--- config.mk ---
export PLATFORM = sky130hd
export DESIGN_NAME = mux4_rr_arbiter
export DESIGN_NICKNAME = d
export VERILOG_FILES = /design/src/rtl/mux4_rr_arbiter_pkg.sv /design/src/rtl/mux4_rr_arbiter_mux4to1.sv /design/src/rtl/mux4_rr_arbiter.sv
export SDC_FILE = /design/constraint.sdc
export NUM_CORES = 1
export LEC_CHECK = 0
export CORE_ASPECT_RATIO = 0.9
export CORE_MARGIN = 10
export CORE_UTILIZATION = 53
export CTS_BUF_LIST = sky130_fd_sc_hd__clkbuf_4 sky130_fd_sc_hd__clkbuf_8 sky130_fd_sc_hd__clkbuf_16
export DETAILED_ROUTE_END_ITERATION = 7
export PLACE_DENSITY_LB_ADDON = 0.08
export SYNTH_ARGS = -nofsm -noshare
export SYNTH_HDL_FRONTEND = slang
export SYNTH_SLANG_ARGS = --single-unit
export TNS_END_PERCENT = 10
--- constraint.sdc ---
create_clock -name clk -period 2.6 [get_ports clk]
set_clock_uncertainty 0.1 [all_clocks]
set_input_delay 0.52 -clock clk [delete_from_list [all_inputs] [get_ports clk]]
set_output_delay 0.52 -clock clk [all_outputs]
set_load 0.02 [all_outputs]
--- src/rtl/mux4_rr_arbiter_pkg.sv ---
// Shared definitions for the four-requester round-robin mux arbiter:
// state encoding, requester count, select width and the rotating pick.
package mux4_rr_arbiter_pkg;

  localparam int NUM_REQ = 4;
  localparam int SEL_W   = 2;

  typedef enum logic {
    IDLE  = 1'b0,
    GRANT = 1'b1
  } state_t;

  typedef struct packed {
    logic             found;
    logic [SEL_W-1:0] idx;
  } pick_t;

  // First requester at or after ptr (wrapping 3->0) that is requesting and
  // not masked out. The loop runs from the farthest candidate down to the
  // nearest so the nearest hit is the one left standing.
  function automatic pick_t rr_pick4(input logic [NUM_REQ-1:0] req,
                                     input logic [SEL_W-1:0]   ptr,
                                     input logic [NUM_REQ-1:0] excl);
    pick_t            res;
    logic [SEL_W-1:0] cand;
    res = '0;
    for (int k = NUM_REQ - 1; k >= 0; k--) begin
      cand = ptr + SEL_W'(k);
      if (req[cand] && !excl[cand]) begin
        res.found = 1'b1;
        res.idx   = cand;
      end
    end
    return res;
  endfunction

endpackage

--- src/rtl/mux4_rr_arbiter_mux4to1.sv ---
// Plain combinational 4-to-1 single-bit multiplexer shared by the requesters.
module mux4to1 (
  input  logic [3:0] D,
  input  logic [1:0] S,
  output logic       Y
);

  assign Y = D[S];

endmodule

--- src/rtl/mux4_rr_arbiter.sv ---
// Round-robin arbiter owning a shared 4-to-1 mux. Each grant is bounded to
// MAX_HOLD cycles while others wait; the mux output is registered together
// with a valid flag that follows the grant by one cycle.
module mux4_rr_arbiter
  import mux4_rr_arbiter_pkg::*;
#(
  parameter int MAX_HOLD = 8,
  parameter int CNT_W    = 8
) (
  input  logic       clk,
  input  logic       rst,
  input  logic [3:0] req,
  input  logic [3:0] d,
  output logic [3:0] gnt,
  output logic [1:0] sel,
  output logic       busy,
  output logic       y,
  output logic       y_valid
);

  localparam logic [CNT_W-1:0] MAX_C = CNT_W'(MAX_HOLD);
  localparam logic [CNT_W-1:0] ONE_C = CNT_W'(1);

  state_t             r_state;
  logic [SEL_W-1:0]   r_sel;
  logic [SEL_W-1:0]   r_ptr;
  logic [CNT_W-1:0]   r_cnt;

  state_t             w_state_nxt;
  logic [SEL_W-1:0]   w_sel_nxt;
  logic [SEL_W-1:0]   w_ptr_nxt;
  logic [CNT_W-1:0]   w_cnt_nxt;

  logic [NUM_REQ-1:0] w_owner_mask;
  pick_t              w_pick_any;
  pick_t              w_pick_other;
  logic               w_mux_y;

  logic               r_y_p1;
  logic               r_vld_p1;

  assign w_owner_mask = 4'b0001 << r_sel;
  assign w_pick_any   = rr_pick4(req, r_ptr, 4'b0000);
  assign w_pick_other = rr_pick4(req, r_ptr, w_owner_mask);

  mux4to1 u_mux (
    .D (d),
    .S (r_sel),
    .Y (w_mux_y)
  );

  // State, owner index, priority pointer and hold counter
  always_ff @(posedge clk or posedge rst) begin
    if (rst) begin
      r_state <= IDLE;
      r_sel   <= '0;
      r_ptr   <= '0;
      r_cnt   <= '0;
    end else begin
      r_state <= w_state_nxt;
      r_sel   <= w_sel_nxt;
      r_ptr   <= w_ptr_nxt;
      r_cnt   <= w_cnt_nxt;
    end
  end

  // Arbitration: initial grant, hold, release hand-off and timeout rotation
  always_comb begin
    w_state_nxt = r_state;
    w_sel_nxt   = r_sel;
    w_ptr_nxt   = r_ptr;
    w_cnt_nxt   = r_cnt;
    unique case (r_state)
      IDLE: begin
        if (w_pick_any.found) begin
          w_state_nxt = GRANT;
          w_sel_nxt   = w_pick_any.idx;
          w_ptr_nxt   = w_pick_any.idx + 2'd1;
          w_cnt_nxt   = ONE_C;
        end
      end
      GRANT: begin
        if (!req[r_sel] || (r_cnt >= MAX_C)) begin
          // Owner released or used up its slot: hand over to a waiter if any.
          if (w_pick_other.found) begin
            w_sel_nxt = w_pick_other.idx;
            w_ptr_nxt = w_pick_other.idx + 2'd1;
            w_cnt_nxt = ONE_C;
          end else if (!req[r_sel]) begin
            w_state_nxt = IDLE;
            w_cnt_nxt   = '0;
          end else begin
            // Sole requester at timeout keeps the mux with a fresh slot.
            w_cnt_nxt = ONE_C;
          end
        end else begin
          w_cnt_nxt = r_cnt + ONE_C;
        end
      end
      default: begin
        w_state_nxt = IDLE;
      end
    endcase
  end

  // Grant outputs decoded from the registered owner; sel holds while idle
  always_comb begin
    gnt  = '0;
    busy = 1'b0;
    if (r_state == GRANT) begin
      gnt  = w_owner_mask;
      busy = 1'b1;
    end
  end

  assign sel = r_sel;

  // Output stage: capture the mux bit for each granted cycle
  always_ff @(posedge clk or posedge rst) begin
    if (rst) begin
      r_y_p1   <= 1'b0;
      r_vld_p1 <= 1'b0;
    end else begin
      r_vld_p1 <= busy;
      if (busy) begin
        r_y_p1 <= w_mux_y;
      end
    end
  end

  assign y       = r_y_p1;
  assign y_valid = r_vld_p1;

endmodule

**Clock nets**

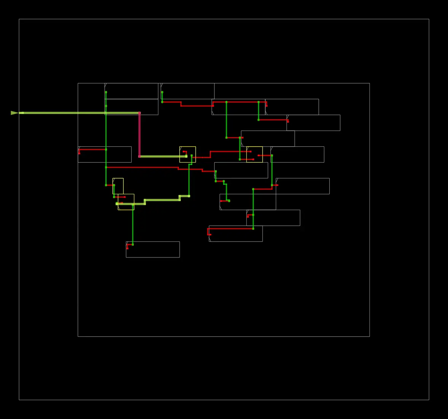
worst-skew pair later-pin latency: 0.29 ns
total number of sequential cells: 15
number of clock buffers in the layout: 3

**Supply network**

Pins as bars on the die edge.
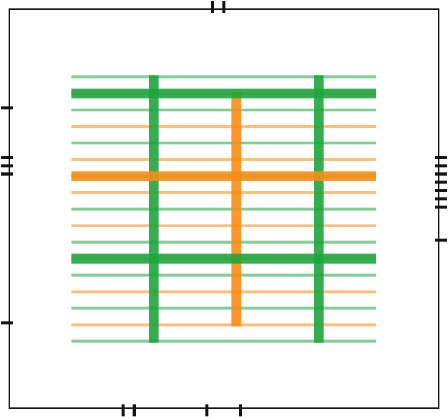
VSS -> green
VDD -> orange
rows = 16
met4 straps = 3
met1 rails = 17

**Cell classes on the final placement**

The bar under the picture is 20 um long. Fill, decap, tap and diode cells in grey.
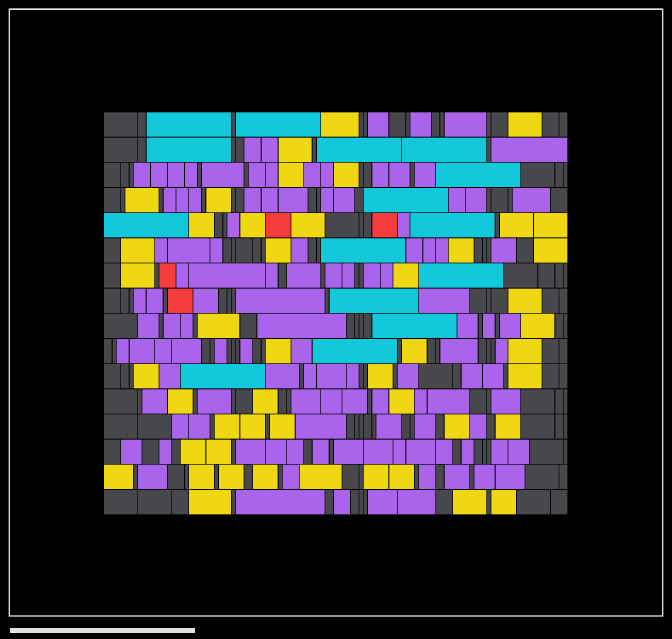
clock drivers and dummy loads -> red  # cells 4, share of their area 1.7%
all other logic -> purple  # cells 115, share of their area 50%
flip-flops -> cyan  # cells 15, share of their area 23%
other buffers and delay cells -> yellow  # cells 47, share of their area 25%
total core area: 2180 sq um
utilization after layout: 0.759
area of all placed cells without fillers: 1660 sq um
flop share of the area: 0.228

==> run summary <==
Summary of the current implementation state.

- The flow ran to the end, and the final reports show no timing, DRC or antenna violations.
- The buffer share of cell area is 0.246, for reference.
- The routed length on met1 is approximately 1600 um, for reference.
- For reference, the top logic cell family by area is simple AND/OR/NAND/NOR gates.
- After synthesis, the netlist uses 43 different library cells.
- The wire-length estimate of the detail-placed layout is 2830 um.
- The slowest stage of the critical path belongs to the cell sky130_fd_sc_hd__dfrtp_2.
- The highest clock rate is 0.389 GHz, for reference.
- Summed over all routing layers, the global router reports a total usage of 0.161.
- Tap insertion was completed with 27 tapcells.
- The clock tree from TritonCTS is done, for reference.
- The register with the most flip-flops in the layout has 8 of them.
- Ranking logic cells in the layout by count gives the top entries sky130_fd_sc_hd__buf_4, sky130_fd_sc_hd__clkdlybuf4s50_1, sky130_fd_sc_hd__dfrtp_1.
- The number of remaining DRC errors is 0, for reference.
- Logic depth along the worst register-to-register path is recorded as 10.
- According to the floorplan report, the total die area is around 4600 sq um.
- The max-capacitance violation count is 0, for reference.
- Of the cells placed in the final design, the portion with a size suffix greater than 1 is 0.254.
- Across all register-to-register paths, the minimum setup slack is between 0.02 and 0.03 ns.
- The xor and xnor area share after synthesis is 0.0288, for reference.
- For this design, Yosys synthesis ends with a cell count of between 100 and 150.
- The largest fanout on the critical path is 12, for reference.
- The repair_antennas step left the layout with diodes totalling 0.
- Leaving out the clock tree, the finished layout contains an inverter count of 8.
- Of the total power, combinational logic draws 0.738.
- The routing usage on met2 is 0.259, for reference.
- The critical path starts at r_ptr[0].
- At the end of the flow, the number of nets in the layout was ~190.
- For this run, the leading register cell type out of synthesis is sky130_fd_sc_hd__dfrtp_1.
- The standard cell area after detailed placement is about 1600 sq um, for reference.
- The number of standard-cell rows in the floorplan is 16, for reference.
- The worst setup slack after layout is 0.0286 ns, for reference.
- The multi-input logic area is about 780 sq um, for reference.
- The cell type with the largest total area is sky130_fd_sc_hd__dfrtp_1, for reference.
- The launching point of the worst reg2reg path is r_ptr[0], for reference.
- The share of the synthesized area in the top cell type is 0.309, for reference.
- The core utilization before placement is 0.557, for reference.
- The register ranked first by flip-flop count is r_cnt, for reference.
- In the post-synthesis netlist, the biggest area contributors are sky130_fd_sc_hd__dfrtp_1, sky130_fd_sc_hd__o21ai_0, sky130_fd_sc_hd__mux4_1.
- The switching portion of total power comes to 0.456.
- Summed over all failing endpoints, the final setup total negative slack is 0 ns.
- Routability-driven placement finished with a final weighted congestion of about 0.94.
- The residual overflow from global routing is 0, for reference.
- Endpoints with negative setup slack in the final report add up to 0.
- The post-synth net total is approximately 150, for reference.
- Per the detailed-route log, wirelength across all metal layers totals about 3800 um.
- The worst supply voltage drop on vdd is slightly below 0.0008 V, for reference.
- Counting along the longest clock path gives a buffer depth of 2.
- The total power is around 2.1 mW, for reference.
- In the post-synthesis netlist, the cell with the most instances is sky130_fd_sc_hd__dfrtp_1.
- Of the synthesized area, sequential elements account for 0.309.
- The synthesized netlist has a Yosys-reported chip area of approximately 1200 sq um.
- The routed layout has between 1,000 and 1,500 vias.
- The per-cell routed wire length is ~18 um, for reference.
- The largest cell class by area is logic gates.
- The non-clock buffer instance count of the final layout is 47, for reference.
- The number of fill cells in the layout is ~160, for reference.
- The setup fix buffers added after clock tree synthesis is 0, for reference.
- The combinational group power is between 1.5 and 2 mW, for reference.
- After synthesis, the share of cell area in mux cells is 0.118.
- The wire length of the first global-routing pass is approximately 6100 um, for reference.
- The library cell appearing most often on the critical path is sky130_fd_sc_hd__buf_4, for reference.
- The die is roughly 65 um tall.
- The kind of cell with the highest combined delay along the critical path is AND-OR/OR-AND gates.
- The total clock sinks is 15, for reference.
- Pins over their slew limit in the final report were tallied at 0.
- Of all the cell area in the finished design, the clock network holds 0.0166.
- The internal power consumption is between 1 and 1.5 mW, for reference.
- Per the synthesis report, the AND-OR/OR-AND share of the synthesized area is 0.205.
- The number of placed I/O pins is 19, for reference.
- The remaining max-slew budget at the tightest pin is 0.594, for reference.
- The worst path buffer plus inverter count is 3, for reference.
- The number of instances in the placed design is 204, for reference.
- The instance count of the mapped netlist is about 140, for reference.
- The horizontal die dimension is 70.5 um, for reference.
- The number of global-route vias before repair is around 1,200, for reference.
- The port buffer count is 18, for reference.
- The layer flagged by global routing as most heavily used is met2.
- The required time at the endpoint of the critical path is around 2.7 ns, for reference.
- The critical register-to-register path endpoint is r_ptr[1], for reference.
- Dividing the detail-routed via count by the number of cells gives around 6.
- The clock network power share is 0.067, for reference.
- The end of the worst hold path is r_cnt[7], for reference.
- The most common logic cell in the routed design is sky130_fd_sc_hd__buf_4, for reference.
- Hold is met by slightly above 0.4 ns.
- The number of search-and-repair iterations in the first detailed-routing pass is 4, for reference.
- The count of multi-input gates is around 110, for reference.
- The number of warnings reported in the stage logs is 28.
- The power report attributes to the sequential group a share of 0.195.
- STA classifies the critical path endpoint as a register.
- The largest net degree at the start of global routing is 16, for reference.
- Per the post-route antenna check, the number of violating nets is 0.
- CTS built an H-tree with a depth of 1.
- The clock-pin slew on the worst setup and hold paths is 0.10 ns, for reference.
- For this run, asynchronously set or reset flops after synthesis account for 1.00.
- Summing every instance area after synthesis gives between 1000 and 1500 sq um.
- The largest single stage delay on the critical path is between 0.4 and 0.5 ns.
- The worst hold path begins at r_cnt[7].
- The flow reports power dissipated in the clock network as 141 uW.
- Per STA, the worst path is made up of buf_4, mux2i_1, buf_4, nor2_1, o31ai_1, buf_4, nor3b_1, o31ai_2, and3_1, o31ai_2.
- The cell-mix breakdown from Yosys lists the simple-gate area share as 0.252.
- On the critical path the data arrives at 2.68 ns.
- The worst min-delay path category is register to register, for reference.
- Per the CTS log, the root buffer master is sky130_fd_sc_hd__clkbuf_4.
- The commonest cells after synthesis are sky130_fd_sc_hd__dfrtp_1, sky130_fd_sc_hd__o21ai_0, sky130_fd_sc_hd__nand2_1, sky130_fd_sc_hd__nor2_1, sky130_fd_sc_hd__inv_1.
- The largest part of the power goes to combinational logic.
- The leakage power is 0.764 nW, for reference.
- The share of the final layout cell area in multi-input gates is 0.471, for reference.
- The number of cells in the finished layout apart from fillers is around 210, for reference.
- In the setup report, the worst path falls into the class register to register.
- The transition time recorded at the tightest slew-check pin is around 0.6 ns.
- Wire segments on met3 add up to between 300 and 400 um in the final route.
- Per the synthesis report, the adder-cell share of the synthesized area is 0.0206.
- The minimum period implied by the final worst setup slack is between 2 and 3 ns, for reference.
- The total number of yosys warnings is 0, for reference.
- The mean instance size in the synthesized netlist is 8.74 sq um, for reference.
- Hold repair after CTS inserted 0 buffers.
- Total power normalized to cell area comes to 1280 nW/um^2.
- The number of enable-type register cells in the synthesized netlist is 0, for reference.
- For this block, the initial DRC count from the detailed router was 122.
- The top metal layer carrying routed signals is met4, for reference.
- Sequential cells consume a total of around 410 uW.
- The CTS buffer count is 3, for reference.
- Counting flops and latches in the post-synthesis netlist gives 15.
- The number of antenna violations at the first check in global routing is 0, for reference.
- The type of origin of the critical path is a register, for reference.
- The worst hold path depth is 1, for reference.
- The net switching power figure is ~960 uW, for reference.
- The post-CTS resize count is 3, for reference.
- The count of cell instances traversed by the critical path is 10, for reference.
- For reference, the final report shows the hold violation count at 0.
- In this run the layout overhead on the synthesized area is reported as 36.3%.
- met3 track demand over resource after global routing is 0.0511.
- The global routing met1 resource utilization is 0.204, for reference.
- Wire segments on met2 add up to approximately 1800 um in the final route.
No activity file was given, so power comes from the tool's default toggle rates.
